--- src/rtl/uart_rx_cmd_ctrl_pkg.sv ---
// Shared constants, state encoding and helpers for the UART command frame controller.
package uart_rx_cmd_ctrl_pkg;

   localparam int         UART_DATA_LENGTH = 8;
   localparam int         UART_CMD_MAX_LEN = 16;
   localparam int         UART_CMD_TIMEOUT = 20000;
   localparam logic [7:0] UART_CMD_SYNC    = 8'hA5;

   typedef enum logic [2:0] {
      ST_IDLE,
      ST_ADDR,
      ST_LEN,
      ST_DATA,
      ST_CHK,
      ST_COMMIT
   } state_e;

   function automatic logic [7:0] sat_inc8(input logic [7:0] v);
      return (v == 8'hFF) ? v : v + 8'd1;
   endfunction

endpackage

--- src/rtl/uart_rx_cmd_ctrl_if.sv ---
// Address/data write bus with ready/valid handshake driven by the frame controller.
interface uart_rx_cmd_ctrl_if #(
   parameter int DW = 8
);
   logic [DW-1:0] wr_addr_o;
   logic [DW-1:0] wr_data_o;
   logic          wr_v_o;
   logic          wr_rdy_i;

   modport master (output wr_addr_o, output wr_data_o, output wr_v_o, input wr_rdy_i);
   modport slave  (input wr_addr_o, input wr_data_o, input wr_v_o, output wr_rdy_i);
endinterface

--- src/rtl/uart_rx_frame_timer.sv ---
// Inter-byte watchdog: counts idle clocks while enabled and pulses expire at the terminal count.
module uart_rx_frame_timer #(
   parameter int TIMEOUT_CYCLES = 20000
) (
   input  logic clk_i,
   input  logic rst_n_i,
   input  logic clr_i,
   input  logic en_i,
   output logic expire_o
);
   localparam int CW = $clog2(TIMEOUT_CYCLES + 1);

   logic [CW-1:0] cnt_q, cnt_d;

   // A clear in the terminal cycle wins, so a late byte never trips the abort.
   always_comb begin
      cnt_d    = cnt_q;
      expire_o = 1'b0;
      if (clr_i || !en_i) begin
         cnt_d = '0;
      end else if (cnt_q == CW'(TIMEOUT_CYCLES - 1)) begin
         expire_o = 1'b1;
         cnt_d    = '0;
      end else begin
         cnt_d = cnt_q + CW'(1);
      end
   end

   always_ff @(posedge clk_i or negedge rst_n_i) begin
      if (!rst_n_i) cnt_q <= '0;
      else          cnt_q <= cnt_d;
   end
endmodule

--- src/rtl/uart_rx_cmd_ctrl.sv ---
// Parses SYNC/ADDR/LEN/payload/CHK write frames from uart_rx, buffers the payload and
// replays it onto the write bus only after the checksum verifies.
module uart_rx_cmd_ctrl
   import uart_rx_cmd_ctrl_pkg::*;
#(
   parameter int                     DATA_LENGTH    = UART_DATA_LENGTH,
   parameter int                     MAX_LEN        = UART_CMD_MAX_LEN,
   parameter int                     TIMEOUT_CYCLES = UART_CMD_TIMEOUT,
   parameter logic [DATA_LENGTH-1:0] SYNC_BYTE      = UART_CMD_SYNC
) (
   input  logic                   clk_i,
   input  logic                   rst_n_i,
   input  logic [DATA_LENGTH-1:0] rx_i,
   input  logic                   rx_v_i,
   uart_rx_cmd_ctrl_if.master     wr_if,
   output logic                   busy_o,
   output logic                   frame_ok_o,
   output logic                   frame_err_o,
   output logic [1:0]             err_code_o,
   output logic [7:0]             drop_cnt_o
);
   localparam int DW    = DATA_LENGTH;
   localparam int IDX_W = $clog2(MAX_LEN + 1);
   localparam int AW    = $clog2(MAX_LEN);

   localparam logic [1:0] ERR_NONE    = 2'd0;
   localparam logic [1:0] ERR_LEN     = 2'd1;
   localparam logic [1:0] ERR_CHK     = 2'd2;
   localparam logic [1:0] ERR_TIMEOUT = 2'd3;

   state_e            state_q, state_d;
   logic [DW-1:0]     addr_q, addr_d;
   logic [DW-1:0]     sum_q, sum_d;
   logic [IDX_W-1:0]  len_q, len_d;
   logic [IDX_W-1:0]  idx_q, idx_d;
   logic              ok_q, ok_d;
   logic              err_q, err_d;
   logic [1:0]        code_q, code_d;
   logic [7:0]        drop_q, drop_d;
   logic [DW-1:0]     buf_q [MAX_LEN];
   logic              buf_we;

   logic              timer_en, expire, commit;
   logic [IDX_W-1:0]  idx_inc;
   logic [DW-1:0]     sum_add;
   logic              len_bad;

   assign timer_en = (state_q == ST_ADDR) || (state_q == ST_LEN) ||
                     (state_q == ST_DATA) || (state_q == ST_CHK);
   assign commit   = (state_q == ST_COMMIT);
   assign idx_inc  = idx_q + IDX_W'(1);
   assign sum_add  = sum_q + rx_i;
   assign len_bad  = (rx_i == '0) || (rx_i > DW'(MAX_LEN));

   uart_rx_frame_timer #(
      .TIMEOUT_CYCLES (TIMEOUT_CYCLES)
   ) u_timer (
      .clk_i    (clk_i),
      .rst_n_i  (rst_n_i),
      .clr_i    (rx_v_i),
      .en_i     (timer_en),
      .expire_o (expire)
   );

   always_ff @(posedge clk_i or negedge rst_n_i) begin
      if (!rst_n_i) begin
         state_q <= ST_IDLE;
         addr_q  <= '0;
         sum_q   <= '0;
         len_q   <= '0;
         idx_q   <= '0;
         ok_q    <= 1'b0;
         err_q   <= 1'b0;
         code_q  <= ERR_NONE;
         drop_q  <= '0;
      end else begin
         state_q <= state_d;
         addr_q  <= addr_d;
         sum_q   <= sum_d;
         len_q   <= len_d;
         idx_q   <= idx_d;
         ok_q    <= ok_d;
         err_q   <= err_d;
         code_q  <= code_d;
         drop_q  <= drop_d;
      end
   end

   // Payload storage needs no reset: it is only read back after a full, verified frame.
   always_ff @(posedge clk_i) begin
      if (buf_we) buf_q[idx_q[AW-1:0]] <= rx_i;
   end

   always_comb begin
      state_d = state_q;
      unique case (state_q)
         ST_IDLE:   if (rx_v_i && rx_i == SYNC_BYTE) state_d = ST_ADDR;
         ST_ADDR:   if (rx_v_i) state_d = ST_LEN;
                    else if (expire) state_d = ST_IDLE;
         ST_LEN:    if (rx_v_i) state_d = len_bad ? ST_IDLE : ST_DATA;
                    else if (expire) state_d = ST_IDLE;
         ST_DATA:   if (rx_v_i) state_d = (idx_inc == len_q) ? ST_CHK : ST_DATA;
                    else if (expire) state_d = ST_IDLE;
         ST_CHK:    if (rx_v_i) state_d = (sum_add == '0) ? ST_COMMIT : ST_IDLE;
                    else if (expire) state_d = ST_IDLE;
         ST_COMMIT: if (wr_if.wr_rdy_i && idx_inc == len_q) state_d = ST_IDLE;
         default:   state_d = ST_IDLE;
      endcase
   end

   always_comb begin
      addr_d = addr_q;
      sum_d  = sum_q;
      len_d  = len_q;
      idx_d  = idx_q;
      ok_d   = 1'b0;
      err_d  = 1'b0;
      code_d = code_q;
      drop_d = drop_q;
      buf_we = 1'b0;
      if (expire) begin
         err_d  = 1'b1;
         code_d = ERR_TIMEOUT;
      end
      unique case (state_q)
         ST_ADDR: if (rx_v_i) begin
            addr_d = rx_i;
            sum_d  = rx_i;
            idx_d  = '0;
         end
         ST_LEN: if (rx_v_i) begin
            if (len_bad) begin
               err_d  = 1'b1;
               code_d = ERR_LEN;
            end else begin
               len_d = IDX_W'(rx_i);
               sum_d = sum_add;
            end
         end
         ST_DATA: if (rx_v_i) begin
            buf_we = 1'b1;
            sum_d  = sum_add;
            idx_d  = idx_inc;
         end
         ST_CHK: if (rx_v_i) begin
            if (sum_add != '0) begin
               err_d  = 1'b1;
               code_d = ERR_CHK;
            end else begin
               idx_d = '0;
            end
         end
         ST_COMMIT: begin
            if (rx_v_i) drop_d = sat_inc8(drop_q);
            if (wr_if.wr_rdy_i) begin
               if (idx_inc == len_q) begin
                  ok_d   = 1'b1;
                  code_d = ERR_NONE;
                  idx_d  = '0;
               end else begin
                  idx_d = idx_inc;
               end
            end
         end
         default: ;
      endcase
   end

   assign wr_if.wr_v_o    = commit;
   assign wr_if.wr_addr_o = commit ? addr_q + DW'(idx_q) : '0;
   assign wr_if.wr_data_o = commit ? buf_q[idx_q[AW-1:0]] : '0;
   assign busy_o          = (state_q != ST_IDLE);
   assign frame_ok_o      = ok_q;
   assign frame_err_o     = err_q;
   assign err_code_o      = code_q;
   assign drop_cnt_o      = drop_q;
endmodule
--- src/flat_wrapper.sv ---
// flat-port wrapper written by rule: the top's interface ports become plain ports
module uart_rx_cmd_ctrl_flat import uart_rx_cmd_ctrl_pkg::*;
#(
   parameter int                     DATA_LENGTH    = UART_DATA_LENGTH,
   parameter int                     MAX_LEN        = UART_CMD_MAX_LEN,
   parameter int                     TIMEOUT_CYCLES = UART_CMD_TIMEOUT,
   parameter logic [DATA_LENGTH-1:0] SYNC_BYTE      = UART_CMD_SYNC
)
  (clk_i, rst_n_i, rx_i, rx_v_i, busy_o, frame_ok_o, frame_err_o, err_code_o, drop_cnt_o, wr_if_wr_addr_o, wr_if_wr_data_o, wr_if_wr_v_o, wr_if_wr_rdy_i);
  uart_rx_cmd_ctrl_if wr_if_i ();
  input  logic clk_i;
  input  logic rst_n_i;
  input  logic [DATA_LENGTH-1:0] rx_i;
  input  logic rx_v_i;
  output logic busy_o;
  output logic frame_ok_o;
  output logic frame_err_o;
  output logic [1:0] err_code_o;
  output logic [7:0] drop_cnt_o;
  output wire logic [$bits(wr_if_i.wr_addr_o)-1:0] wr_if_wr_addr_o;
  output wire logic [$bits(wr_if_i.wr_data_o)-1:0] wr_if_wr_data_o;
  output wire logic [$bits(wr_if_i.wr_v_o)-1:0] wr_if_wr_v_o;
  input wire logic [$bits(wr_if_i.wr_rdy_i)-1:0] wr_if_wr_rdy_i;
  assign wr_if_wr_addr_o = wr_if_i.wr_addr_o;
  assign wr_if_wr_data_o = wr_if_i.wr_data_o;
  assign wr_if_wr_v_o = wr_if_i.wr_v_o;
  assign wr_if_i.wr_rdy_i = wr_if_wr_rdy_i;
  uart_rx_cmd_ctrl #(.DATA_LENGTH(DATA_LENGTH), .MAX_LEN(MAX_LEN), .TIMEOUT_CYCLES(TIMEOUT_CYCLES), .SYNC_BYTE(SYNC_BYTE)) u_core (.clk_i(clk_i), .rst_n_i(rst_n_i), .rx_i(rx_i), .rx_v_i(rx_v_i), .wr_if(wr_if_i), .busy_o(busy_o), .frame_ok_o(frame_ok_o), .frame_err_o(frame_err_o), .err_code_o(err_code_o), .drop_cnt_o(drop_cnt_o));
endmodule
--- config.mk ---
export PLATFORM = sky130hd
export DESIGN_NAME = uart_rx_cmd_ctrl_flat
export DESIGN_NICKNAME = d
export VERILOG_FILES = /design/src/rtl/uart_rx_cmd_ctrl_pkg.sv /design/src/rtl/uart_rx_cmd_ctrl_if.sv /design/src/rtl/uart_rx_frame_timer.sv /design/src/rtl/uart_rx_cmd_ctrl.sv /design/src/flat_wrapper.sv
export SDC_FILE = /design/constraint.sdc
export NUM_CORES = 1
export LEC_CHECK = 0
export CAP_MARGIN = 10
export CORE_AREA = 2 2 134 136
export CTS_CLUSTER_SIZE = 25
export DETAILED_ROUTE_END_ITERATION = 10
export DIE_AREA = 0 0 136 138
export GPL_ROUTABILITY_DRIVEN = 0
export PLACE_DENSITY = 0.65
export REMOVE_ABC_BUFFERS = 1
export SLEW_MARGIN = 20
export SYNTH_ARGS = -nofsm -noshare
export SYNTH_HDL_FRONTEND = slang
export SYNTH_HIERARCHICAL = 1
export SYNTH_SLANG_ARGS = --single-unit
--- constraint.sdc ---
create_clock -name clk_i -period 5.72 [get_ports clk_i]
set_input_delay 1.144 -clock clk_i [delete_from_list [all_inputs] [get_ports clk_i]]
set_output_delay 1.144 -clock clk_i [all_outputs]
set_load 0.01 [all_outputs]
**Placement view**

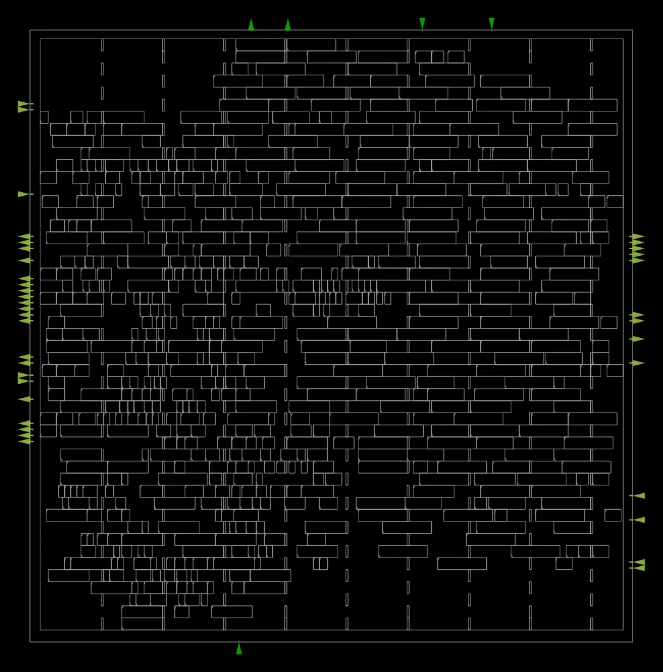
n_taps: 229
sequential fraction of total cell area: 53.7%
number of flip-flops and latches: 184
final core utilization: 55.8%

**Logic cells by family**

Bar = 50 µm.
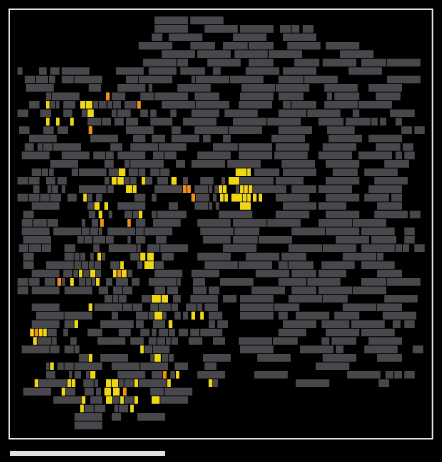
- yellow: NOR gates (cells 82; most used nor2_1)
- orange: inverters (cells 13; most used inv_1)
most used logic cell in the final layout: edfxtp_1
multi-input logic portion of the cell area: 31.5%
number of standard cells in the layout, taps in and fillers out: 862

**Met4 routing**

Bar = 50 µm.
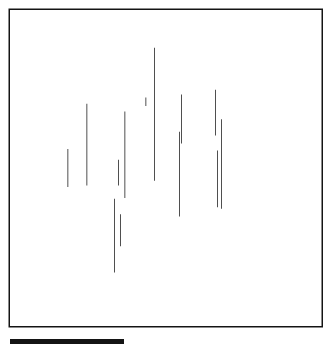
- wire length on this layer: 348 µm
- nets with wire on the layer: 10
- longest straight run: 57.8 µm
- share of all routed wire: 1.9%
- main direction: vertical
wire length after detailed routing: 18.7 mm
via count of the routed design: 5075

**Metal layers overlaid**

Bar = 50 µm.
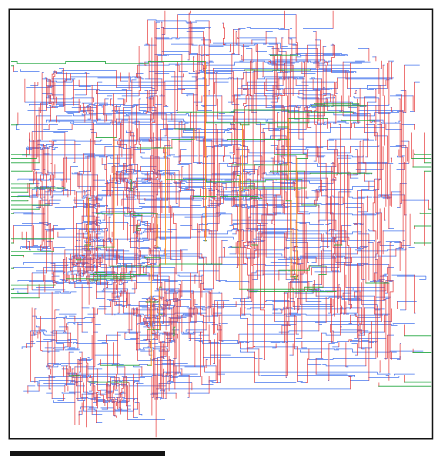
- green: met3 (wire length 964 µm)
- orange: met4 (wire length 348 µm)
- blue: met1 (wire length 8210 µm)
- red: met2 (wire length 9170 µm)
combined global-route utilization of all metal layers: 21.0%
routed wirelength normalized by instance count: 21.7 µm

**Placement by cell class**

Bar = 50 µm. Fill, decap, tap and diode cells in gray.
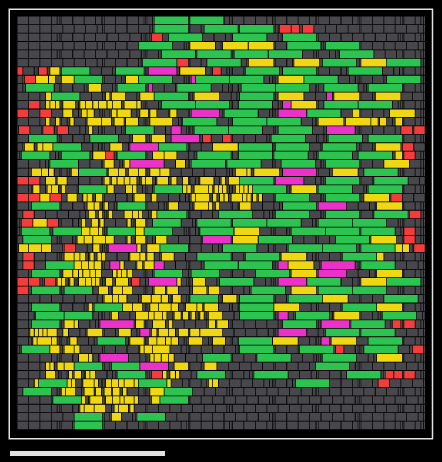
- magenta: clock drivers and dummy loads (cells 32; share of their area 6.6%)
- green: flip-flops (cells 184; share of their area 55%)
- red: other buffers and delay cells (cells 52; share of their area 5.1%)
- yellow: all other logic (cells 365; share of their area 33%)
number of placement rows: 49
final instance area: 0.00978 mm²
floorplan core area: 0.0175 mm²

==> impl_metrics.py <==
# Physical implementation metrics
metrics = {
    "routing": {
        "drtIter0Drc": 449,
    },
    "grt": {
        "grt_first_pass_wirelength_mm": 29.1,
        "grt_max_degree": 57,
    },
    "outcome": {
        "outcome": "complete, no violations",
    },
    "floorplanning": {
        "fp.dieArea_mm2": 0.0188,
        "die_w_um": 136,
    },
    "timing": {
        "slew_headroom_pct": 31.8,
        "final-setup-viol-count": 0,
        "unrepaired_setup_endpoints_after_global_routing": "no",
        "finalClockSkew_ns": 0.00854,
        "hold_ws_ns": 0.508,
    },
    "clock_tree": {
        "clock.latency.late_pin_ns": 0.43,
        "cts-hold-fix-buffers": 0,
        "cts_tree": "yes",
    },
    "cells_and_area": {
        "antenna-diode-count": 0,
        "nFillCells": 1412,
        "finish.net_count": 652,
    },
    "run": {
        "max-cap-violations": 0,
    },
    "synth": {
        "seq_area_frac_synth_pct": 62.0,
        "synth.area.top_cells": "edfxtp_1 (45%), dfrtp_1 (17%), mux4_2 (11%), ha_1 (2.7%), mux2_2 (2.4%)",
        "synth_cell_type_count": 62,
    },
}
==> layout by cell type (no fill, tap or decap), drive strengths merged, types with 3 or more instances in the layout <==
cell           count
nor2              53
nand2b             6
bufinv             4
or3                3
nor3              13
a31oi              3
o31ai              3
o211ai             4
mux4              40
clkbuf            18
a21o               4
nand4              6
clkinv             6
nand2             27
buf               12
mux2i              8
xor2              11
inv               15
nor4               6
a21oi             14
o21ai             11
edfxtp           128
a221oi             3
ha                18
mux2              18
xnor2             23
dfrtp             56
nor2b              6
clkdlybuf4s50     40
and2              14
and3               4
nand3             13
o22ai              5
o21bai             3
==> area by class of cell <==
cell class	count	share of cell area, %
clock buffer	18	4.39
clock inverter	14	2.01
inverter	13	0.499
multi-input combinational	352	31.5
sequential	184	53.7
tap	229	2.93
timing repair buffer	52	4.99
==> path summary, 6_finish.rpt <==
check,start,endpoint,slack (ns),cells past startpoint
worst max-delay path,u_core/idx_q[0],wr_if_wr_data_o[4],1.19,5
worst min-delay path,u_core/u_timer/cnt_q[0],u_core/u_timer/cnt_q[0],0.51,1
worst max register to register,u_core/idx_q[1],u_core/idx_q[4],2.65,8
worst min register to register,u_core/u_timer/cnt_q[0],u_core/u_timer/cnt_q[0],0.51,1
max in group asynchronous,rst_n_i,u_core/idx_q[0],4.37,2
min in group asynchronous,rst_n_i,u_core/addr_q[7],0.84,2
==> metal layers <==
metal  up-vias  GRT usage [%]
met2       160           33.3
li1       2279              -
met1      2607           28.9
met3        29           4.91
met4         0           6.58
met5         -              0
==> state kept, by name (all words and copies together), names as in the netlist, 3 cells and up <==
signal                cells
u_core/len_q              5
u_core/drop_cnt_o         8
u_core/idx_q              5
u_core/u_timer/cnt_q     15
u_core/sum_q              8
u_core/state_q            3
u_core/addr_q             8
u_core/buf_q            128
==> through the flow <==
step / power, W / utilization, %
4_1_cts: 0.00392 / 55.8
6_report: 0.00390 / 55.8
3_3_place_gp: 0.00265 / 52.2
3_5_place_dp: 0.00268 / 52.2
5_1_grt: 0.00409 / 55.8
2_1_floorplan: 0.00240 / -
==> worst max-delay path, stage by stage, from the launching register on <==
cell and delay (ns):
dfrtp_2 0.68, buf_4 0.51, mux4_2 0.61, mux4_2 0.48, and2_1 0.18, clkdlybuf4s50_1 0.48
==> power groups by stage <==
| stage | Combinational (W) | Sequential (W) | Clock [W] |
|---|---|---|---|
| final | 0.00100 | 0.00166 | 0.00124 |
| after global routing | 0.00110 | 0.00168 | 0.00131 |
| after global placement | 0.000970 | 0.00168 | 0 |
| after detailed placement | 0.000996 | 0.00169 | 0 |
| after CTS | 0.00100 | 0.00166 | 0.00126 |
| after floorplan | 0.000709 | 0.00169 | 0 |
==> cell families after synthesis <==
group           Yosys count
flops                   184
simple gates            167
buf+inv                  35
xor+xnor                 34
mux                      66
fa+ha+maj                20
compound gates           65
Power and IR drop assume default switching activity.
